Fig. 1: placement density heat map
(2 px per micron) The die is cut into 11 by 11 equal tiles; black is low, pale yellow is high, 0 to 100% covered.
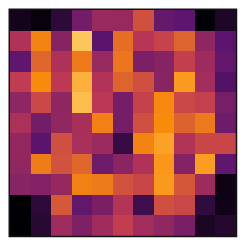
Fig. 2: close-up of the layout
Region (44, 44) to (69, 69) microns. Cells in grey, sequential cells in the stronger grey; small squares are vias.
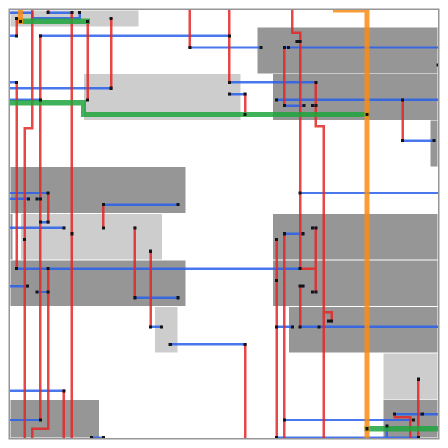
Fig. 3: routed clock nets over the placement
(4 px per micron)
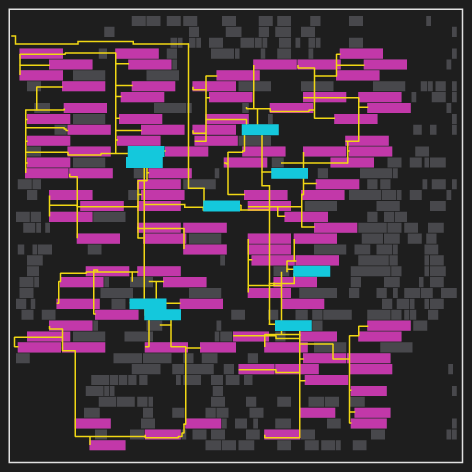
$ cat config.mk
export PLATFORM = sky130hd
export DESIGN_NAME = fb_access_scheduler
export DESIGN_NICKNAME = d
export VERILOG_FILES = /design/src/rtl/fb_access_scheduler.sv
export SDC_FILE = /design/constraint.sdc
export NUM_CORES = 1
export LEC_CHECK = 0
export CAP_MARGIN = 30
export CORE_UTILIZATION = 35
export DETAILED_ROUTE_END_ITERATION = 6
export HOLD_SLACK_MARGIN = 0.05
export PLACE_DENSITY_LB_ADDON = 0.05
export SYNTH_ARGS = -nofsm -noshare
export SYNTH_HDL_FRONTEND = slang
export SYNTH_SLANG_ARGS = --single-unit
$ cat constraint.sdc
create_clock -name clk_i -period 2.3 [get_ports clk_i]
set_input_delay 0.46 -clock clk_i [delete_from_list [all_inputs] [get_ports clk_i]]
set_output_delay 0.46 -clock clk_i [all_outputs]
set_load 0.02 [all_outputs]
$ cat src/rtl/fb_access_scheduler.sv
`default_nettype none
// ============================================================================
//  Module      : fb_access_scheduler
//  Description : Single-port frame buffer access scheduler. Shares one
//                synchronous-read RAM port between the display scan-out
//                reader (always wins) and a host pixel writer whose writes
//                are posted into a small FIFO and drained when the port is
//                free.
//  Ports       : clk_i/rst_i        pixel clock, async active-high reset
//                disp_*             display read request / registered result
//                wr_*               host write handshake and FIFO occupancy
//                mem_*              RAM port (combinational from the grant)
//                stats_clr_i,
//                wr_stall_cnt_o     optional write-stall statistics
//  Options     : FB_SCHED_STATS_EN  enables the saturating stall counter;
//                                   when undefined wr_stall_cnt_o is 0.
//  Revision    : 1.0 - initial release
// ============================================================================

// Video-mode helpers; only defined here when the surrounding project has not
// already provided them.
`ifndef MODE_640X480X3BPPX60HZ
`define MODE_640X480X3BPPX60HZ 0
`endif
`ifndef GET_BPP
`define GET_BPP(m) (((m) == 0) ? 3 : 8)
`endif
`ifndef GET_SIMULATED_FRAME_SIZE
`define GET_SIMULATED_FRAME_SIZE(m) (((m) == 0) ? 307200 : 4096)
`endif

module fb_access_scheduler #(
    parameter int  MODE          = `MODE_640X480X3BPPX60HZ,
    parameter int  WR_FIFO_DEPTH = 4,
    localparam int DW            = `GET_BPP(MODE),
    localparam int FRAME         = `GET_SIMULATED_FRAME_SIZE(MODE),
    localparam int AW            = $clog2(FRAME),
    localparam int LW            = $clog2(WR_FIFO_DEPTH) + 1
) (
    input  logic          clk_i,
    input  logic          rst_i,
    // display read side
    input  logic          disp_req_i,
    input  logic [AW-1:0] disp_addr_i,
    output logic [DW-1:0] disp_data_o,
    output logic          disp_valid_o,
    // host write side
    input  logic          wr_valid_i,
    output logic          wr_ready_o,
    input  logic [AW-1:0] wr_addr_i,
    input  logic [DW-1:0] wr_data_i,
    // RAM port
    output logic          mem_en_o,
    output logic          mem_we_o,
    output logic [AW-1:0] mem_addr_o,
    output logic [DW-1:0] mem_wdata_o,
    input  logic [DW-1:0] mem_rdata_i,
    // status / statistics
    output logic [LW-1:0] wr_level_o,
    input  logic          stats_clr_i,
    output logic [15:0]   wr_stall_cnt_o
);

    localparam int PW = $clog2(WR_FIFO_DEPTH);

    localparam logic [1:0] c_GNT_IDLE  = 2'd0;
    localparam logic [1:0] c_GNT_READ  = 2'd1;
    localparam logic [1:0] c_GNT_WRITE = 2'd2;

    localparam logic [LW-1:0] c_DEPTH = LW'(WR_FIFO_DEPTH);
    // One bit wider than the address so a power-of-two FRAME still compares.
    localparam logic [AW:0]   c_FRAME = (AW + 1)'(FRAME);

    // ------------------------------------------------------------------------
    // Posted-write FIFO state
    // ------------------------------------------------------------------------
    logic [AW-1:0] r_fifo_addr [WR_FIFO_DEPTH];
    logic [DW-1:0] r_fifo_data [WR_FIFO_DEPTH];
    logic [PW-1:0] r_wr_ptr;
    logic [PW-1:0] r_rd_ptr;
    logic [LW-1:0] r_level;
    logic          r_wr_ready;

    // Read return pipeline
    logic          r_rd_pend;
    logic          r_disp_valid;
    logic [DW-1:0] r_disp_data;

    logic [1:0]    w_grant;
    logic          w_push;
    logic          w_pop;
    logic          w_head_in_range;
    logic [AW-1:0] w_head_addr;
    logic [DW-1:0] w_head_data;
    logic [LW-1:0] w_level_nxt;

    assign w_head_addr     = r_fifo_addr[r_rd_ptr];
    assign w_head_data     = r_fifo_data[r_rd_ptr];
    assign w_head_in_range = ({1'b0, w_head_addr} < c_FRAME);

    // Grant decision: memoryless, re-evaluated every cycle, reads first.
    always_comb begin
        w_grant = c_GNT_IDLE;
        if (disp_req_i) begin
            w_grant = c_GNT_READ;
        end else if (r_level != '0) begin
            w_grant = c_GNT_WRITE;
        end
    end

    // r_wr_ready already reflects "not full" for this cycle, so a pop in the
    // same cycle cannot open the door for a push.
    assign w_push = wr_valid_i & r_wr_ready;
    assign w_pop  = (w_grant == c_GNT_WRITE);

    always_comb begin
        w_level_nxt = r_level;
        case ({w_push, w_pop})
            2'b10:   w_level_nxt = r_level + LW'(1);
            2'b01:   w_level_nxt = r_level - LW'(1);
            default: w_level_nxt = r_level;
        endcase
    end

    // RAM port drive. Out-of-frame writes are popped without touching the RAM.
    always_comb begin
        mem_en_o    = 1'b0;
        mem_we_o    = 1'b0;
        mem_addr_o  = '0;
        mem_wdata_o = '0;
        case (w_grant)
            c_GNT_READ: begin
                mem_en_o   = 1'b1;
                mem_addr_o = disp_addr_i;
            end
            c_GNT_WRITE: begin
                if (w_head_in_range) begin
                    mem_en_o    = 1'b1;
                    mem_we_o    = 1'b1;
                    mem_addr_o  = w_head_addr;
                    mem_wdata_o = w_head_data;
                end
            end
            default: begin
                mem_en_o = 1'b0;
            end
        endcase
    end

    // FIFO storage needs no reset: the pointers and level define validity.
    always_ff @(posedge clk_i) begin
        if (w_push) begin
            r_fifo_addr[r_wr_ptr] <= wr_addr_i;
            r_fifo_data[r_wr_ptr] <= wr_data_i;
        end
    end

    always_ff @(posedge clk_i or posedge rst_i) begin
        if (rst_i) begin
            r_wr_ptr   <= '0;
            r_rd_ptr   <= '0;
            r_level    <= '0;
            r_wr_ready <= 1'b0;
        end else begin
            if (w_push) begin
                r_wr_ptr <= r_wr_ptr + PW'(1);
            end
            if (w_pop) begin
                r_rd_ptr <= r_rd_ptr + PW'(1);
            end
            r_level    <= w_level_nxt;
            r_wr_ready <= (w_level_nxt < c_DEPTH);
        end
    end

    // Request in N, RAM data at N+1, registered result visible at N+2.
    always_ff @(posedge clk_i or posedge rst_i) begin
        if (rst_i) begin
            r_rd_pend    <= 1'b0;
            r_disp_valid <= 1'b0;
            r_disp_data  <= '0;
        end else begin
            r_rd_pend    <= (w_grant == c_GNT_READ);
            r_disp_valid <= r_rd_pend;
            if (r_rd_pend) begin
                r_disp_data <= mem_rdata_i;
            end
        end
    end

    assign disp_valid_o = r_disp_valid;
    assign disp_data_o  = r_disp_data;
    assign wr_ready_o   = r_wr_ready;
    assign wr_level_o   = r_level;

    // ------------------------------------------------------------------------
    // Write-stall statistics
    // ------------------------------------------------------------------------
`ifdef FB_SCHED_STATS_EN
    logic [15:0] r_stall_cnt;

    always_ff @(posedge clk_i or posedge rst_i) begin
        if (rst_i) begin
            r_stall_cnt <= 16'h0000;
        end else if (stats_clr_i) begin
            r_stall_cnt <= 16'h0000;
        end else if ((r_level != '0) && (w_grant == c_GNT_READ) &&
                     (r_stall_cnt != 16'hFFFF)) begin
            r_stall_cnt <= r_stall_cnt + 16'd1;
        end
    end

    assign wr_stall_cnt_o = r_stall_cnt;
`else
    logic w_unused_stats_clr;

    assign w_unused_stats_clr = stats_clr_i;
    assign wr_stall_cnt_o     = 16'h0000;
`endif

endmodule

`default_nettype wire

==> results.sh <==
# physical design summary
export IMPL_synth_cellmix_simpleShare_pct=4.30
export IMPL_most_common_cell="edfxtp_1"
export IMPL_synth_area_per_cell_sq_um=17.6
export IMPL_edf_count=88
export IMPL_setup_worst_path_end="mem_addr_o[11]"
export IMPL_grt_pass1_vias=2359
export IMPL_drt_total_wl_mm=8.18
export IMPL_final_layout_size_suffix_gt1_share_pct=32.8
export IMPL_reg_largest_list="r_fifo_addr: 76 flops, r_fifo_data: 12 flops"
export IMPL_failed_checks="negative setup slack"
export IMPL_final_nets=413
export IMPL_ys_top_logic_family="multiplexers"
export IMPL_grtUsageMet1_pct=17.7
export IMPL_numCtsBuffers=9
export IMPL_powerClk_w=0.00146
export IMPL_cts_resized_gates=137
export IMPL_path_clk_slew_ns=0.07
export IMPL_drc=0
export IMPL_portBuffers=79
export IMPL_async_flop_share_pct=12.9
export IMPL_clock_sinks=101
export IMPL_synthTopCellsByCount="edfxtp_1, nand2_1, inv_1, mux4_2, buf_4"
export IMPL_grt_use_met3_pct=2.95
export IMPL_fmax_ghz=0.364
export IMPL_aoi_share_pct=4.27
export IMPL_overflow=0
export IMPL_antenna_found_initial=0
export IMPL_placed_cells=488
export IMPL_ff_count=101
export IMPL_postRouteAntennaNets=0
export IMPL_sequentialPower_w=0.00245
export IMPL_inv_count=20
export IMPL_area_sequential_sq_um=2970
export IMPL_initial_utilization_pct=35.8
export IMPL_r2r_slack_ns=0.22
export IMPL_xor_share_pct=1.22
export IMPL_critical_path_class="reg -> out"
export IMPL_fp_dieArea_sq_um=12700
export IMPL_tightest_slew_ns=0.543
export IMPL_flop_cell="edfxtp_1"
export IMPL_seq_area_share_pct=51.2
export IMPL_dp_slack_ns=-0.572
export IMPL_diodes=0
export IMPL_ctsHoldBuffers=0
export IMPL_fp_coreArea_sq_um=12000
export IMPL_tool_warnings=33
export IMPL_clock_path_buffers=2
export IMPL_setup_viol=24
export IMPL_drtIter0Drc=69
export IMPL_period_minus_slack_ns=2.74
export IMPL_fillers=1064
export IMPL_slew_headroom_pct=63.8
export IMPL_placed_cell_area_sq_um=5430
export IMPL_path_depth=8
export IMPL_cpPeakStageDelay_ns=0.53
export IMPL_p_leak_nw=2.18
export IMPL_die_x_microns=113
export IMPL_synth_area_leader_cell="edfxtp_1"
export IMPL_rr_endpoint="wr_ready_o"
export IMPL_area_growth_pct=34.6
export IMPL_setup_ws_ns=-0.444
export IMPL_mux_area_share_pct=13.1
export IMPL_comb_cells=114
export IMPL_pin_count=97
export IMPL_comb_power_w=0.00291
export IMPL_final_util_pct=48.3
export IMPL_m1WireLength_mm=3.67
export IMPL_yosysWarningCount=0
export IMPL_postSynthSeqShare_pct=68.9
export IMPL_grt_max_degree=23
export IMPL_cap_violations=0
export IMPL_hp_class="in -> async"
export IMPL_syn_inst=245
export IMPL_switching_power_w=0.00222
export IMPL_use_met2_pct=21.9
export IMPL_startpoint="r_rd_ptr[0]"
export IMPL_num_tap_cells=147
export IMPL_met3_length_microns=375
export IMPL_status="finished, violations left"
export IMPL_largest_reg_flops=76
export IMPL_wl_met2_mm=4.02
export IMPL_hold_viol_final=0
export IMPL_comb_cell_share_pct=20.0
export IMPL_startpoint_type="flip-flop"
export IMPL_bufAreaShareNonClock_pct=19.2
export IMPL_syn_area_sq_um=4310
export IMPL_tns_ns=-9.22
export IMPL_reg2reg_from="wr_level_o[0]"
export IMPL_globalplace_congestion=0.670
export IMPL_top_cells_by_area="edfxtp_1, mux4_2, dfrtp_1, buf_4, nand2_1"
export IMPL_post_cts_setup_buffers=6
export IMPL_regMostFlops="r_fifo_addr"
export IMPL_drv_slew=0
export IMPL_top_power_group="combinational cells"
export IMPL_buffers_excl_clock=112
export IMPL_crit_chain="buf_12 -> buf_8 -> mux4_2 -> a21oi_4 -> o211ai_4 -> buf_12 -> o21ai_1 -> buf_4"
export IMPL_power_share_clock_pct=21.4
export IMPL_stdcell_count=510
export IMPL_vias=2371
-- Fig. 1 (at the start) --
tiles over 75% full	6.6%
mean over tiles	44%
nearly empty tiles	2.5%
fullest tile	88%

-- Fig. 2 (at the start) --
layer	colour
M2	red
M4	orange
M1	blue
M3	green
cells with their middle in the window	11
most frequent	edfxtp_1 (7)
sequential cells in the window	7
netlist names of flops here include	r_fifo_addr (7)

-- Fig. 3 (at the start) --
[flip-flops] magenta | count: 101
[clock wires] yellow | length: 1120 microns
[clock-net drivers] cyan | count: 9
routed clock nets	10
flops lie	widely spread

